==> run_1/registers.png <==
Drawn at 4 px/µm.
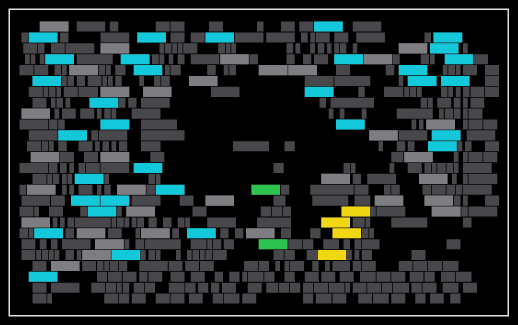
==> run_1/clock_map.png <==
Drawn at 3 px/µm.
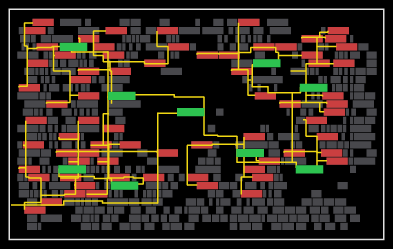
==> run_1/final_congestion.png <==
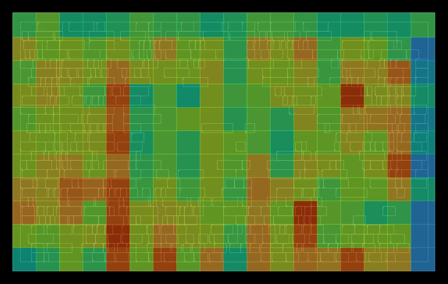
<file path="config.mk">
export PLATFORM = sky130hd
export DESIGN_NAME = itcm_arb
export DESIGN_NICKNAME = d
export VERILOG_FILES = /design/src/rtl/itcm_arb.sv
export SDC_FILE = /design/constraint.sdc
export NUM_CORES = 1
export LEC_CHECK = 0
export CORE_ASPECT_RATIO = 0.6
export CORE_MARGIN = 2
export CORE_UTILIZATION = 35
export CTS_CLUSTER_DIAMETER = 200
export DETAILED_ROUTE_END_ITERATION = 10
export PLACE_DENSITY = 0.87
export SYNTH_ARGS = -nofsm -noshare
export SYNTH_HDL_FRONTEND = slang
export SYNTH_SLANG_ARGS = --single-unit
</file>
<file path="constraint.sdc">
create_clock -name clk -period 6.18 [get_ports clk]
set_input_delay 1.854 -clock clk [delete_from_list [all_inputs] [get_ports clk]]
set_output_delay 1.854 -clock clk [all_outputs]
set_load 0.05 [all_outputs]
</file>
<file path="src/rtl/itcm_arb.sv">
// itcm_arb: arbiter between instruction fetch (IFU) and load/store (LSU)
// traffic for a single-port ITCM SRAM.
//
// Handshake: a requester holds *_req with a stable payload. *_gnt is
// combinational and means the payload is taken in that same cycle. The
// requester may then change the payload or drop *_req on the closing edge.
// There is no back-pressure on responses. A granted access always answers
// exactly one cycle later, with ifu_ready or lsu_res pulsing for one cycle.
//
// Ports:
//   clk, rst                  clock (rising edge), synchronous active-high reset
//   ifu_req/ifu_pc/ifu_gnt    fetch request, byte address, grant
//   ifu_ready/ifu_inst        fetch response pulse, instruction (held)
//   lsu_req/lsu_store/...     access request, store flag, address, data, byte enables
//   lsu_gnt/lsu_res/lsu_rdata access grant, completion pulse, load data (held)
//   ram_*                     SRAM port; ram_rdata is valid one cycle after a read select
module itcm_arb #(
  parameter int ADDR_W     = 14,
  parameter int STARVE_MAX = 4
) (
  input  logic              clk,
  input  logic              rst,
  input  logic              ifu_req,
  input  logic [31:0]       ifu_pc,
  output logic              ifu_gnt,
  output logic              ifu_ready,
  output logic [31:0]       ifu_inst,
  input  logic              lsu_req,
  input  logic              lsu_store,
  input  logic [31:0]       lsu_addr,
  input  logic [31:0]       lsu_wdata,
  input  logic [3:0]        lsu_be,
  output logic              lsu_gnt,
  output logic              lsu_res,
  output logic [31:0]       lsu_rdata,
  output logic              ram_cs,
  output logic              ram_we,
  output logic [3:0]        ram_be,
  output logic [ADDR_W-1:0] ram_addr,
  output logic [31:0]       ram_wdata,
  input  logic [31:0]       ram_rdata
);

  typedef enum logic [1:0] {
    OWN_NONE = 2'd0,
    OWN_IFU  = 2'd1,
    OWN_LSU  = 2'd2
  } own_e;

  localparam logic [3:0] STARVE_LIM = 4'(STARVE_MAX);

  own_e        resp_own_q, resp_own_d;
  logic        resp_store_q, resp_store_d;
  logic [3:0]  starve_cnt_q, starve_cnt_d;
  logic [31:0] ifu_inst_q, ifu_inst_d;
  logic [31:0] lsu_rdata_q, lsu_rdata_d;
  logic        starve_hit;

  // The byte offset and the address bits above the ITCM size are ignored,
  // so an address beyond the array wraps around onto it.
  logic unused_addr_bits;
  assign unused_addr_bits = ^{ifu_pc[31:ADDR_W+2], ifu_pc[1:0],
                              lsu_addr[31:ADDR_W+2], lsu_addr[1:0]};

  assign starve_hit = (starve_cnt_q == STARVE_LIM);

  // Grant and SRAM request. The LSU normally wins. Once the IFU has lost
  // STARVE_MAX cycles in a row, the IFU gets the next slot.
  always_comb begin
    lsu_gnt   = 1'b0;
    ifu_gnt   = 1'b0;
    ram_cs    = 1'b0;
    ram_we    = 1'b0;
    ram_be    = 4'h0;
    ram_addr  = ifu_pc[ADDR_W+1:2];
    ram_wdata = lsu_wdata;
    if (!rst) begin
      lsu_gnt = lsu_req && !(ifu_req && starve_hit);
      ifu_gnt = ifu_req && !lsu_gnt;
    end
    if (lsu_gnt) begin
      ram_cs   = 1'b1;
      ram_we   = lsu_store;
      ram_be   = lsu_be;
      ram_addr = lsu_addr[ADDR_W+1:2];
    end else if (ifu_gnt) begin
      ram_cs   = 1'b1;
    end
  end

  // Response side. The owner register records who launched last cycle's
  // access. The pulses are gated by rst, so an access that was in flight
  // when reset asserts never reports.
  always_comb begin
    ifu_ready = !rst && (resp_own_q == OWN_IFU);
    lsu_res   = !rst && (resp_own_q == OWN_LSU);
    ifu_inst  = 32'h0;
    lsu_rdata = 32'h0;
    if (!rst) begin
      // The data bypasses the hold register in the pulse cycle, so it is
      // valid together with ready/res and not one cycle late.
      ifu_inst  = ifu_ready ? ram_rdata : ifu_inst_q;
      lsu_rdata = (lsu_res && !resp_store_q) ? ram_rdata : lsu_rdata_q;
    end
  end

  // Next-state logic
  always_comb begin
    resp_own_d   = OWN_NONE;
    resp_store_d = 1'b0;
    starve_cnt_d = starve_cnt_q;
    ifu_inst_d   = ifu_inst_q;
    lsu_rdata_d  = lsu_rdata_q;

    if (lsu_gnt) begin
      resp_own_d   = OWN_LSU;
      resp_store_d = lsu_store;
    end else if (ifu_gnt) begin
      resp_own_d   = OWN_IFU;
    end

    // The count only grows while the IFU is actually waiting behind the LSU.
    // Saturating at STARVE_LIM keeps the forced IFU win pending.
    if (!ifu_req || ifu_gnt) begin
      starve_cnt_d = 4'h0;
    end else if (lsu_gnt && (starve_cnt_q < STARVE_LIM)) begin
      starve_cnt_d = starve_cnt_q + 4'h1;
    end

    if (ifu_ready) begin
      ifu_inst_d = ram_rdata;
    end
    if (lsu_res && !resp_store_q) begin
      lsu_rdata_d = ram_rdata;
    end
  end

  always_ff @(posedge clk) begin
    if (rst) begin
      resp_own_q   <= OWN_NONE;
      resp_store_q <= 1'b0;
      starve_cnt_q <= 4'h0;
      ifu_inst_q   <= 32'h0;
      lsu_rdata_q  <= 32'h0;
    end else begin
      resp_own_q   <= resp_own_d;
      resp_store_q <= resp_store_d;
      starve_cnt_q <= starve_cnt_d;
      ifu_inst_q   <= ifu_inst_d;
      lsu_rdata_q  <= lsu_rdata_d;
    end
  end

endmodule

</file>
==> deck_impl_summary.md, run 1 <==
Physical Implementation Snapshot

Critical path
  • CP max FO: 3
  • Most frequent CP cell: clkdlybuf4s50_1

Place
  • Placer Congestion: 0.7519

Die
  • Effective utilization at floorplan: 0.3584
  • Die height: 76.23 µm
  • DIE WIDTH: 124.4 µm
  • Core area: 8491 µm²
  • Die ar.: 9480 µm²

Cells and area
  • Share of post-route cells with drive strength above 1: 0.1907
  • Final Net Count: 627

Power and ir drop
  • Leakage: 1.887 nW
  • PwrDens: 271.3 nW/µm²
  • VDD IR max: 0.0001969 V

Worst hold path
  • WHS Endpoint: ifu_inst_q[0]

Timing
  • WHS: 457.3 ps
  • Final setup viols: 0
  • Worst-Margin Slew: 695.1 ps
  • Relative slew slack: 0.5345
  • Final hold vios: 0

Clocking
  • CTS Buf Count: 9
  • H-tree Lvls: 3
  • CTS tree: built

Routing
  • DRT Wirelength: 8782 µm
  • Initial DRC count: 81
  • Vias: 2801

Status
  • Outcome: finished clean

Global route
  • Total gr overflow: 0

Flow run
  • Max-Cap Viols: 0

Logic synthesis
  • Post-synthesis net count: 508
-- registers.png (at the start) --
name in the netlist	colour	placed flops
starve_cnt_q	yellow	4
ifu_inst_q	cyan	32
resp_own_q	green	2

-- clock_map.png (at the start) --
[cells driving clock nets] green | count: 9
[flip-flops] red | count: 71
[clock wires] yellow | length: 942 µm
flops lie	widely spread
routed clock nets	10

-- final_congestion.png (at the start) --
Wirelength per Cell: 14.52 µm
GR peak layer: met2
Final Core Density: 0.5980

==> run 1: report_power, final <==
| part | leakage (nW) | switching, W | internal (W) | total [W] |
|---|---|---|---|---|
| sequential | 0.578 | 0.00000534 | 0.000476 | 0.000481 |
| combinational | 1.13 | 0.000157 | 0.000121 | 0.000278 |
| clock | 0.179 | 0.000190 | 0.000428 | 0.000618 |
| total | 1.89 | 0.000352 | 0.00103 | 0.00138 |
==> run 1: through the flow <==
stage	area (µm²)	power, W
2_1_floorplan	3043	0.0006917
3_3_place_gp	4712	0.0007648
3_5_place_dp	4712	0.0007698
4_1_cts	5077	0.001395
5_1_grt	5077	0.001433
6_report	5077	0.001377
==> run 1: registers in the layout, indices dropped and copies added (netlist names) <==
signal	cells
ifu_inst_q	32
lsu_rdata_q	32
resp_own_q	2
resp_store_q	1
starve_cnt_q	4
==> run 1: per-layer routing <==
metal / vias up / part of all wire / global-route usage
met5: - / 0 / 0
met4: 0 / 0.011 / 0.06404
met3: 9 / 0.11 / 0.1103
met2: 117 / 0.46 / 0.3137
met1: 1290 / 0.43 / 0.2140
li1: 1385 / - / -
==> run 1: worst max-delay path by stage <==
| stage | depth (start not counted) | endpoint | slack [ps] |
|---|---|---|---|
| CTS | 4 | ifu_gnt | 600 |
| global route | 4 | ifu_gnt | 480 |
| global placement | 4 | ifu_gnt | 630 |
| finish | 4 | ifu_gnt | 580 |
| detailed placement | 4 | ifu_gnt | 600 |
| floorplan | 4 | lsu_rdata[30] | 870 |
==> run 1: synthesized netlist by cell type <==
library cell  count
dfxtp_1          71
clkbuf_2          2
o21ai_1           2
nor2b_1           2
o21ai_0          30
o21a_1            2
mux2_2           14
nand3_1           1
nor3_1            2
nand2_1          96
a31oi_1           1
nor2b_2           1
nor3b_1           1
nand3b_1          1
and2_1            6
a21boi_0          2
xnor2_1           1
nand2b_1         33
ha_1              2
buf_1             2
nor2_1            7
inv_1             4
buf_4            33
a21oi_1          33
nor4b_4           1
buf_2             9
clkbuf_1         10
==> run 1: final cells by class <==
class	instances	area, µm²
clock inverters	4	98.84
multi-input cells	238	1261
well taps	112	140.1
clock buffers	12	266.5
flip-flops and latches	71	1421
repair buffers	164	1874
fillers	718	3413
inverters	4	15.01
==> run 1: layout by cell type (no fill, tap or decap), types with 2 or more instances in the layout <==
cell type	netlist	final
clkdlybuf4s50_1	0	103
bufinv_16	0	3
clkbuf_8	0	3
a21boi_0	2	2
nand2_1	96	96
buf_12	0	31
o21ai_0	30	30
nand2b_1	33	33
ha_1	2	2
and2_1	6	6
mux2_2	14	14
dfxtp_1	71	71
clkbuf_16	0	9
buf_4	33	29
a21oi_1	33	33
inv_1	4	4
nor3_1	2	2
nor2b_2	1	2
o21a_1	2	2
nor2_1	7	7
o21ai_1	2	2
==> run 1: kinds of logic after synthesis <==
group / count (synthesis)
adders and majority gates: 2
xor gates and xnor gates: 1
muxes: 14
AOI/OAI and AO/OA: 70
buffers and inverters: 60
and+or+nand+nor: 151
DFF: 71
==> run 1: worst max-delay path, delay by kind of cell <==
family                 cells  cell delay [ps]
AOI/OAI and AO/OA          1              280
and+or+nand+nor            1              230
buffers and inverters      2             1370
==> run 1 -> run 2 <==
--- a/config.mk
+++ b/config.mk
@@ -7,10 +7,12 @@
 export LEC_CHECK = 0
 export CORE_ASPECT_RATIO = 0.6
 export CORE_MARGIN = 2
-export CORE_UTILIZATION = 35
+export CORE_UTILIZATION = 36
+export CTS_BUF_LIST = sky130_fd_sc_hd__clkbuf_4
 export CTS_CLUSTER_DIAMETER = 200
 export DETAILED_ROUTE_END_ITERATION = 10
-export PLACE_DENSITY = 0.87
+export PLACE_DENSITY = 0.89
+export SETUP_SLACK_MARGIN = 0.3
 export SYNTH_ARGS = -nofsm -noshare
 export SYNTH_HDL_FRONTEND = slang
 export SYNTH_SLANG_ARGS = --single-unit
==> run_2/clock_map.png <==
Drawn at 3 px/µm.
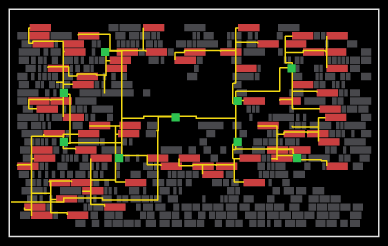
[cells driving clock nets] green | count: 9
[clock wires] yellow | length: 855 µm
[flip-flops] red | count: 71
flops lie	widely spread
Clock power frac: 0.271
worst skew pair latency: 410 ps
clock skew: 18.32 ps

==> run 2 against run 1 <==
Final area fell by 5.6%. Clock power shrank 55%. Cell count is 0.83% lower. Synthesized cell count unchanged. Wire length is 3.9% higher. Sequential power hardly changed. Synthesized area did not move. Die area is 2.7% lower. Critical endpoint is now ram_addr[11]. Largest power group is now registers.
==> deck_impl_summary.md, run 2 <==
Physical Implementation Snapshot

Routing
  • Wirelength per Cell: 15.20 µm (was 14.52 µm)
  • DRT Wirelength: 9121 µm (was 8782 µm)
  • Vias: 2843 (was 2801)

Die
  • Effective utilization at floorplan: 0.3785 (was 0.3584)
  • Core area: 8039 µm² (was 8491 µm²)
  • Die ar.: 9228 µm² (was 9480 µm²)
  • DIE WIDTH: 122.7 µm (was 124.4 µm)
  • Die height: 75.22 µm (was 76.23 µm)

Clocking
  • H-tree Lvls: 3 (unchanged)
  • CTS tree: built (unchanged)

Cells and area
  • Final Net Count: 626 (was 627)
  • Leading registers by flop count: ifu_inst_q: 32 flops, lsu_rdata_q: 32 flops, starve_cnt_q: 4 flops (unchanged)
  • Share of post-route cells with drive strength above 1: 0.1870 (was 0.1907)
  • Commonest Layout Cell: clkdlybuf4s50_1 (unchanged)
  • Combined area of the multi-input logic cells: 1262 µm² (was 1261 µm²)
  • Filler cell count: 685 (was 718)
  • Final Core Density: 0.5964 (was 0.5980)
  • Storage cell area: 1421 µm² (unchanged)

Logic synthesis
  • Fraction of registers with async set/reset: 0 (unchanged)
  • Most common library cells after synthesis: nand2_1 (96), dfxtp_1 (71), a21oi_1 (33), buf_4 (33), nand2b_1 (33) (unchanged)
  • Count leader, synth: nand2_1 (unchanged)
  • Post-synthesis net count: 508 (unchanged)
  • Mux share: 0.05181 (unchanged)
  • EDFF count, synth: 0 (unchanged)
  • Most used flip-flop cell: dfxtp_1 (unchanged)

Place
  • Placer Congestion: 0.7725 (was 0.7519)
  • I/O Buffers: 156 (unchanged)

Timing
  • Final setup viols: 0 (unchanged)
  • Relative slew slack: 0.5236 (was 0.5345)
  • Final hold vios: 0 (unchanged)
  • WHS: 467.9 ps (was 457.3 ps)
  • Worst-Margin Slew: 711.4 ps (was 695.1 ps)
  • Minimum clock period: 5563 ps (was 5597 ps)

Flow run
  • Max-Cap Viols: 0 (unchanged)

Critical path
  • Sequence of cells on the critical path: clkdlybuf4s50_1 -> nor2b_2 -> o21a_2 -> mux2_2 -> buf_4 (was clkdlybuf4s50_1 -> nor2b_1 -> a21boi_0 -> clkdlybuf4s50_1)
  • CP max FO: 18 (was 3)
  • Worst Path Class, Setup: in2out (unchanged)

Power and ir drop
  • VDD IR max: 0.0001320 V (was 0.0001969 V)
  • Leakage: 1.765 nW (was 1.887 nW)
  • PwrDens: 216.0 nW/µm² (was 271.3 nW/µm²)

Global route
  • Total gr overflow: 0 (unchanged)

Status
  • Outcome: finished clean (unchanged)
==> run 2: critical path, delay by kind of cell <==
kind / cells / cell delay [ps]
buffers and inverters: 2 / 730
multiplexers: 1 / 400
AND/OR/NAND/NOR: 1 / 270
AND-OR/OR-AND: 1 / 440
==> run 2: worst paths after layout <==
path / startpoint / end / slack, ps
min: ifu_inst_q[18] / ifu_inst_q[18] / 470
max reg2reg: resp_own_q[0] / ifu_inst_q[5] / 4370
max: lsu_req / ram_addr[11] / 620
min reg2reg: ifu_inst_q[18] / ifu_inst_q[18] / 470
==> run 2: report_power, final <==
group / switching (W) / internal, W
logic: 0.000156 / 0.000118
clock network: 0.000161 / 0.000120
registers: 0.00000559 / 0.000475
total: 0.000322 / 0.000713
==> run 2: stage by stage <==
step                      total power (W)  cells  cell area (µm²)
after floorplan                 0.0006917    369             3043
after global placement          0.0007610    584             4662
after detailed placement        0.0007656    584             4662
after CTS                        0.001049    600             4793
after global routing             0.001086    600             4795
final                            0.001036    600             4795
==> run 2: repair_timing <==
action | in CTS | in global routing
setup endpoints to repair | 0 | 17
gates resized | 0 | 1
hold buffers | 0 | 0
==> run 2: logic make-up (layout without fill, tap and decap cells) <==
| group | after synthesis | in the layout |
|---|---|---|
| AND-OR/OR-AND | 70 | 70 |
| XOR/XNOR | 1 | 1 |
| flip-flops | 71 | 71 |
| buffers and inverters | 60 | 183 |
| adder cells (fa/ha/maj) | 2 | 2 |
| multiplexers | 14 | 14 |
| AND/OR/NAND/NOR | 151 | 151 |
==> run 2: layout make-up <==
| type | instances | area share |
|---|---|---|
| well taps | 108 | 0.02818 |
| flip-flops and latches | 71 | 0.2965 |
| repair buffers | 163 | 0.3815 |
| clock inverters | 7 | 0.01331 |
| clock buffers | 9 | 0.01409 |
| inverters | 4 | 0.003132 |
| multi-input cells | 238 | 0.2633 |
==> run 2: per-layer routing <==
layer,global-route usage,vias up,wire [µm],part of all wire
li1,-,1387,-,-
met1,0.2388,1322,3734,0.41
met2,0.3333,118,4184,0.46
met3,0.1023,16,941,0.10
met4,0.1073,0,261,0.029
met5,0,-,0,0
Power and IR drop assume default switching activity.
